[src/rtl/insn_encoder.sv]
// rtl/insn_encoder.sv - RV32I instruction word assembler with valid/ready FIFO output (optional stats: INSN_ENCODER_STATS_EN)
module insn_encoder #(
  parameter int DEPTH = 2
) (
  input  logic        clk,
  input  logic        rst,
  input  logic        in_valid,
  output logic        in_ready,
  input  logic [2:0]  fmt,
  input  logic [6:0]  opcode,
  input  logic [2:0]  funct3,
  input  logic [6:0]  funct7,
  input  logic [4:0]  rs1,
  input  logic [4:0]  rs2,
  input  logic [4:0]  rd,
  input  logic [31:0] imm,
  output logic        out_valid,
  input  logic        out_ready,
  output logic [31:0] out_insn,
  output logic        out_err,
  output logic [15:0] enc_count,
  output logic [15:0] err_count
);

  localparam int AW = (DEPTH > 1) ? $clog2(DEPTH) : 1;
  localparam int CW = AW + 1;
  localparam logic [CW-1:0] DEPTH_C = CW'(DEPTH);
  localparam logic [31:0] NOP_WORD = 32'h0000_0013;

  localparam logic [2:0] FMT_R = 3'd0;
  localparam logic [2:0] FMT_I = 3'd1;
  localparam logic [2:0] FMT_S = 3'd2;
  localparam logic [2:0] FMT_B = 3'd3;
  localparam logic [2:0] FMT_U = 3'd4;
  localparam logic [2:0] FMT_J = 3'd5;

  logic [31:0]   mem_insn [DEPTH];
  logic          mem_err  [DEPTH];
  logic [AW-1:0] wr_ptr;
  logic [AW-1:0] rd_ptr;
  logic [CW-1:0] count;

  logic [31:0] raw_word;
  logic        bad;
  logic [31:0] enc_word;
  logic        enc_err;
  logic        push;
  logic        pop;

  // Range checks: the immediate must survive truncation to the field width and re-extension.
  logic fits12;
  logic fits13;
  logic fits21;
  assign fits12 = (imm == {{20{imm[11]}}, imm[11:0]});
  assign fits13 = (imm == {{19{imm[12]}}, imm[12:0]});
  assign fits21 = (imm == {{11{imm[20]}}, imm[20:0]});

  // Combinational field packing and legality check per format.
  always_comb begin
    raw_word = NOP_WORD;
    bad      = 1'b1;
    case (fmt)
      FMT_R: begin
        raw_word = {funct7, rs2, rs1, funct3, rd, opcode};
        bad      = 1'b0;
      end
      FMT_I: begin
        raw_word = {imm[11:0], rs1, funct3, rd, opcode};
        bad      = !fits12;
      end
      FMT_S: begin
        raw_word = {imm[11:5], rs2, rs1, funct3, imm[4:0], opcode};
        bad      = !fits12;
      end
      FMT_B: begin
        raw_word = {imm[12], imm[10:5], rs2, rs1, funct3, imm[4:1], imm[11], opcode};
        bad      = imm[0] || !fits13;
      end
      FMT_U: begin
        raw_word = {imm[31:12], rd, opcode};
        bad      = (imm[11:0] != 12'd0);
      end
      FMT_J: begin
        raw_word = {imm[20], imm[10:1], imm[11], imm[19:12], rd, opcode};
        bad      = imm[0] || !fits21;
      end
      default: begin
        raw_word = NOP_WORD;
        bad      = 1'b1;
      end
    endcase
  end

  // Unencodable bundles are replaced by a harmless NOP so the consumer never sees garbage.
  assign enc_word = bad ? NOP_WORD : raw_word;
  assign enc_err  = bad;

  // Ready depends on occupancy only, so there is no path from out_ready to in_ready.
  assign in_ready  = (count < DEPTH_C);
  assign out_valid = (count != '0);
  assign push      = in_valid && in_ready;
  assign pop       = out_valid && out_ready;
  assign out_insn  = mem_insn[rd_ptr];
  assign out_err   = mem_err[rd_ptr];

  // Storage write on push; a reset wipes every slot so stale words never reappear.
  always_ff @(posedge clk or negedge rst) begin
    if (!rst) begin
      for (int i = 0; i < DEPTH; i++) begin
        mem_insn[i] <= '0;
        mem_err[i]  <= 1'b0;
      end
    end else if (push) begin
      mem_insn[wr_ptr] <= enc_word;
      mem_err[wr_ptr]  <= enc_err;
    end
  end

  // Pointer and occupancy bookkeeping; pointers wrap naturally since DEPTH is a power of two.
  always_ff @(posedge clk or negedge rst) begin
    if (!rst) begin
      wr_ptr <= '0;
      rd_ptr <= '0;
      count  <= '0;
    end else begin
      if (push) wr_ptr <= wr_ptr + 1'b1;
      if (pop)  rd_ptr <= rd_ptr + 1'b1;
      case ({push, pop})
        2'b10:   count <= count + 1'b1;
        2'b01:   count <= count - 1'b1;
        default: count <= count;
      endcase
    end
  end

`ifdef INSN_ENCODER_STATS_EN
  logic [15:0] enc_cnt_q;
  logic [15:0] err_cnt_q;

  // Saturating counters of accepted words and of accepted words flagged unencodable.
  always_ff @(posedge clk or negedge rst) begin
    if (!rst) begin
      enc_cnt_q <= '0;
      err_cnt_q <= '0;
    end else if (push) begin
      if (enc_cnt_q != 16'hFFFF) enc_cnt_q <= enc_cnt_q + 16'd1;
      if (enc_err && (err_cnt_q != 16'hFFFF)) err_cnt_q <= err_cnt_q + 16'd1;
    end
  end

  assign enc_count = enc_cnt_q;
  assign err_count = err_cnt_q;
`else
  assign enc_count = 16'd0;
  assign err_count = 16'd0;
`endif

endmodule

[config.mk]
export PLATFORM = sky130hd
export DESIGN_NAME = insn_encoder
export DESIGN_NICKNAME = d
export VERILOG_FILES = /design/src/rtl/insn_encoder.sv
export SDC_FILE = /design/constraint.sdc
export NUM_CORES = 1
export LEC_CHECK = 0
export CAP_MARGIN = 0
export CORE_ASPECT_RATIO = 0.5
export CORE_UTILIZATION = 48
export CTS_CLUSTER_SIZE = 8
export DETAILED_ROUTE_END_ITERATION = 10
export GPL_TIMING_DRIVEN = 0
export PLACE_DENSITY = 0.81
export SLEW_MARGIN = 20
export SYNTH_ARGS = -nofsm -noshare
export SYNTH_HDL_FRONTEND = slang
export SYNTH_SLANG_ARGS = --single-unit
export TNS_END_PERCENT = 20
[constraint.sdc]
create_clock -name clk -period 2.3 [get_ports clk]
set_input_delay 0.345 -clock clk [delete_from_list [all_inputs] [get_ports clk]]
set_output_delay 0.345 -clock clk [all_outputs]
set_load 0.01 [all_outputs]
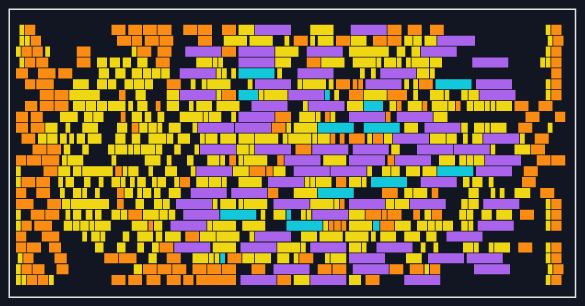
**Above:** placement by cell class.
(4 px per um)
class	color	cells	share of their area
clock drivers and dummy loads	cyan	15	4.3%
registers	purple	70	28%
remaining buffers and delay cells	orange	179	25%
remaining logic cells	yellow	366	42%
Rows: 24
final instance area: 6410 um2

==> CHANGELOG.md <==
### Metrics

* Root Buffer: clkbuf_16
* Fin cells at 760
* Worst Tran Pin Value at around 780 ps
* Cell count after placement at between 700 and 800
* Comb power frac at between 40% and 50%
* Total net switching power at roughly 2200 uW
* Maximum Capacitance Violations at 0
* Clk pwr share at between 20 and 25%
* Crit share post-route at around 98%
* Synth Area in Adders at 0.269%
* First-pass GRT wire length at 22.3 mm
* Max FO, Critical Path at 10
* Max_slew headroom at 47.7%
* Leak at ~0.0029 uW
* Critical path arrival at roughly 1900 ps
* Mux frac, synth at a little under a tenth
* # DRC at 0
* Outcome: completed
* Number of global-route vias before repair at between 4,000 and 5,000
* Netlist cell types at between 40 and 50
* Total Neg Setup Slack at 0 ps
* Layout cells sized above 1 at ~24%
* Sw frac at around a third
* Core area at ~9000 um2
* Post-Synth Simple-Gate Area at 17.1%
* Inserted Clock Buffers at 9
* Width of the die at roughly 140 um
* Wire length per cell at between 15 and 20 um
* Htree depth at 3
* CTS Sinks at 70
* Startpoint Class: register
* Clock Skew at 2.89 ps
* Final wirelength at 14.2 mm
* Largest net degree at the start of global routing at ~59
* Syn-to-layout area delta at 37.7%
* Drt initial violations at 292
* Total Routing Usage GR at 28.6%
* R2R setup slack at 230 ps
* First-pass DRT Iterations at 5
* Minimum period implied by the final worst setup slack at roughly 2300 ps
* Fmax achieved at ~440 MHz
* Io pins at roughly 140
* Final setup viols at 0
* Crit Reg-Reg Endpoint: mem_insn[54]
* Clock buffer depth at 2
* Post-route ant nets at 0
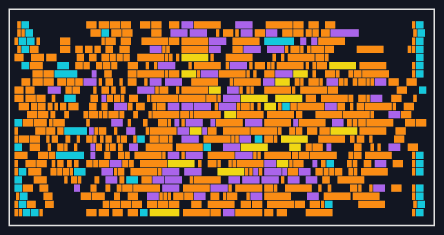
**Above:** drive-strength map.
(3 px per um)
size	color	cells	share
x2	purple	88	14%
x1 and smaller	orange	477	76%
x6 and larger	yellow	19	3.0%
x3 and x4	cyan	46	7.3%

[layout by cell type (no fill, tap or decap), types with 15 or more instances in the layout]
| master | netlist | final |
|---|---|---|
| clkbuf_1 | 27 | 19 |
| conb_1 | 1 | 32 |
| dfrtp_1 | 70 | 69 |
| nand3_1 | 20 | 20 |
| o41ai_2 | 27 | 29 |
| mux2_2 | 37 | 37 |
| o31ai_1 | 15 | 15 |
| clkdlybuf4s50_1 | 0 | 86 |
| buf_4 | 33 | 38 |
| a22oi_1 | 16 | 16 |
| nand2_1 | 83 | 83 |
[synthesized netlist by cell type (6+ instances only)]
cell type / count / area [um2]
a21oi_1: 13 / 65.1
a22oi_1: 16 / 120
buf_2: 6 / 30.0
buf_4: 33 / 248
clkbuf_1: 27 / 101
dfrtp_1: 70 / 1750
mux2_2: 37 / 417
nand2_1: 83 / 312
nand3_1: 20 / 100
nand4_1: 6 / 37.5
nor2_1: 14 / 52.6
nor2b_1: 13 / 81.3
o22ai_1: 7 / 43.8
o31ai_1: 15 / 113
o32a_1: 8 / 80.1
o41ai_1: 17 / 149
o41ai_2: 27 / 439
or3_1: 6 / 37.5
[power by group through the flow]
stage                     Clock (uW)  Sequential (uW)  Combinational [uW]
after global placement             0             2000                2800
after global routing            1330             2120                3150
after CTS                       1270             2050                2890
final                           1280             2060                2960
after detailed placement           0             2040                2860
after floorplan                    0             1950                1740
[what timing repair did]
action	4_1_cts	5_1_grt
hold buffers	1	0
gates cloned	0	0
pin swaps	3	2
hold endpoints to repair	12	0
gates resized	31	27
setup endpoints to repair	95	76
[routing by layer]
metal / share of wire [%] / track usage (%) / routed length (um)
met3: 10 / 7.49 / 1430
met4: 1.0 / 6.88 / 148
met2: 46 / 46.4 / 6530
met5: 0 / 0 / 0
met1: 43 / 38.6 / 6060
[stage by stage]
stage / worst slack, ps / hold WS (ps) / utilization [%]
global route: -17.5 / 431 / 70.9
global placement: -1470 / 450 / 66.2
CTS: -20.8 / 408 / 70.0
finish: 43.1 / 412 / 70.9
floorplan: 296 / 49.4 / -
detailed placement: -704 / 208 / 66.4
[state kept, by name, summed over array words and instances (netlist names)]
signal    cells
wr_ptr        1
count         2
mem_err       2
mem_insn     64
rd_ptr        1
[worst max path at each step]
stage,startpoint,endpoint,slack (ps),cells past startpoint
global placement,rst,mem_insn[2],-1470,1
floorplan,imm[25],mem_insn[53],300,7
finish,rd_ptr,out_insn[20],40,3
global route,fmt[2],mem_insn[27],-20,8
CTS,imm[17],mem_insn[27],-20,8
detailed placement,fmt[1],mem_insn[63],-700,9
[logic make-up (layout without fill, tap and decap cells)]
family,count (synthesis),count (layout)
and+or+nand+nor,166,166
AOI/OAI and AO/OA,119,119
buffers and inverters,78,199
DFF,70,70
muxes,39,39
xor gates and xnor gates,4,4
adders and majority gates,1,1
other,1,32
[area by class of cell]
| cell class | instances | area (um2) |
|---|---|---|
| fillers | 660 | 2630 |
| inverters | 5 | 18.8 |
| repair buffers | 107 | 1090 |
| clock buffers | 14 | 264 |
| multi-input cells | 361 | 2630 |
| flip-flops and latches | 70 | 1750 |
| well taps | 130 | 163 |
| plain buffers | 72 | 479 |
| clock inverters | 1 | 5.00 |
Power figures rest on the tool's default switching activity, not on a simulated workload.
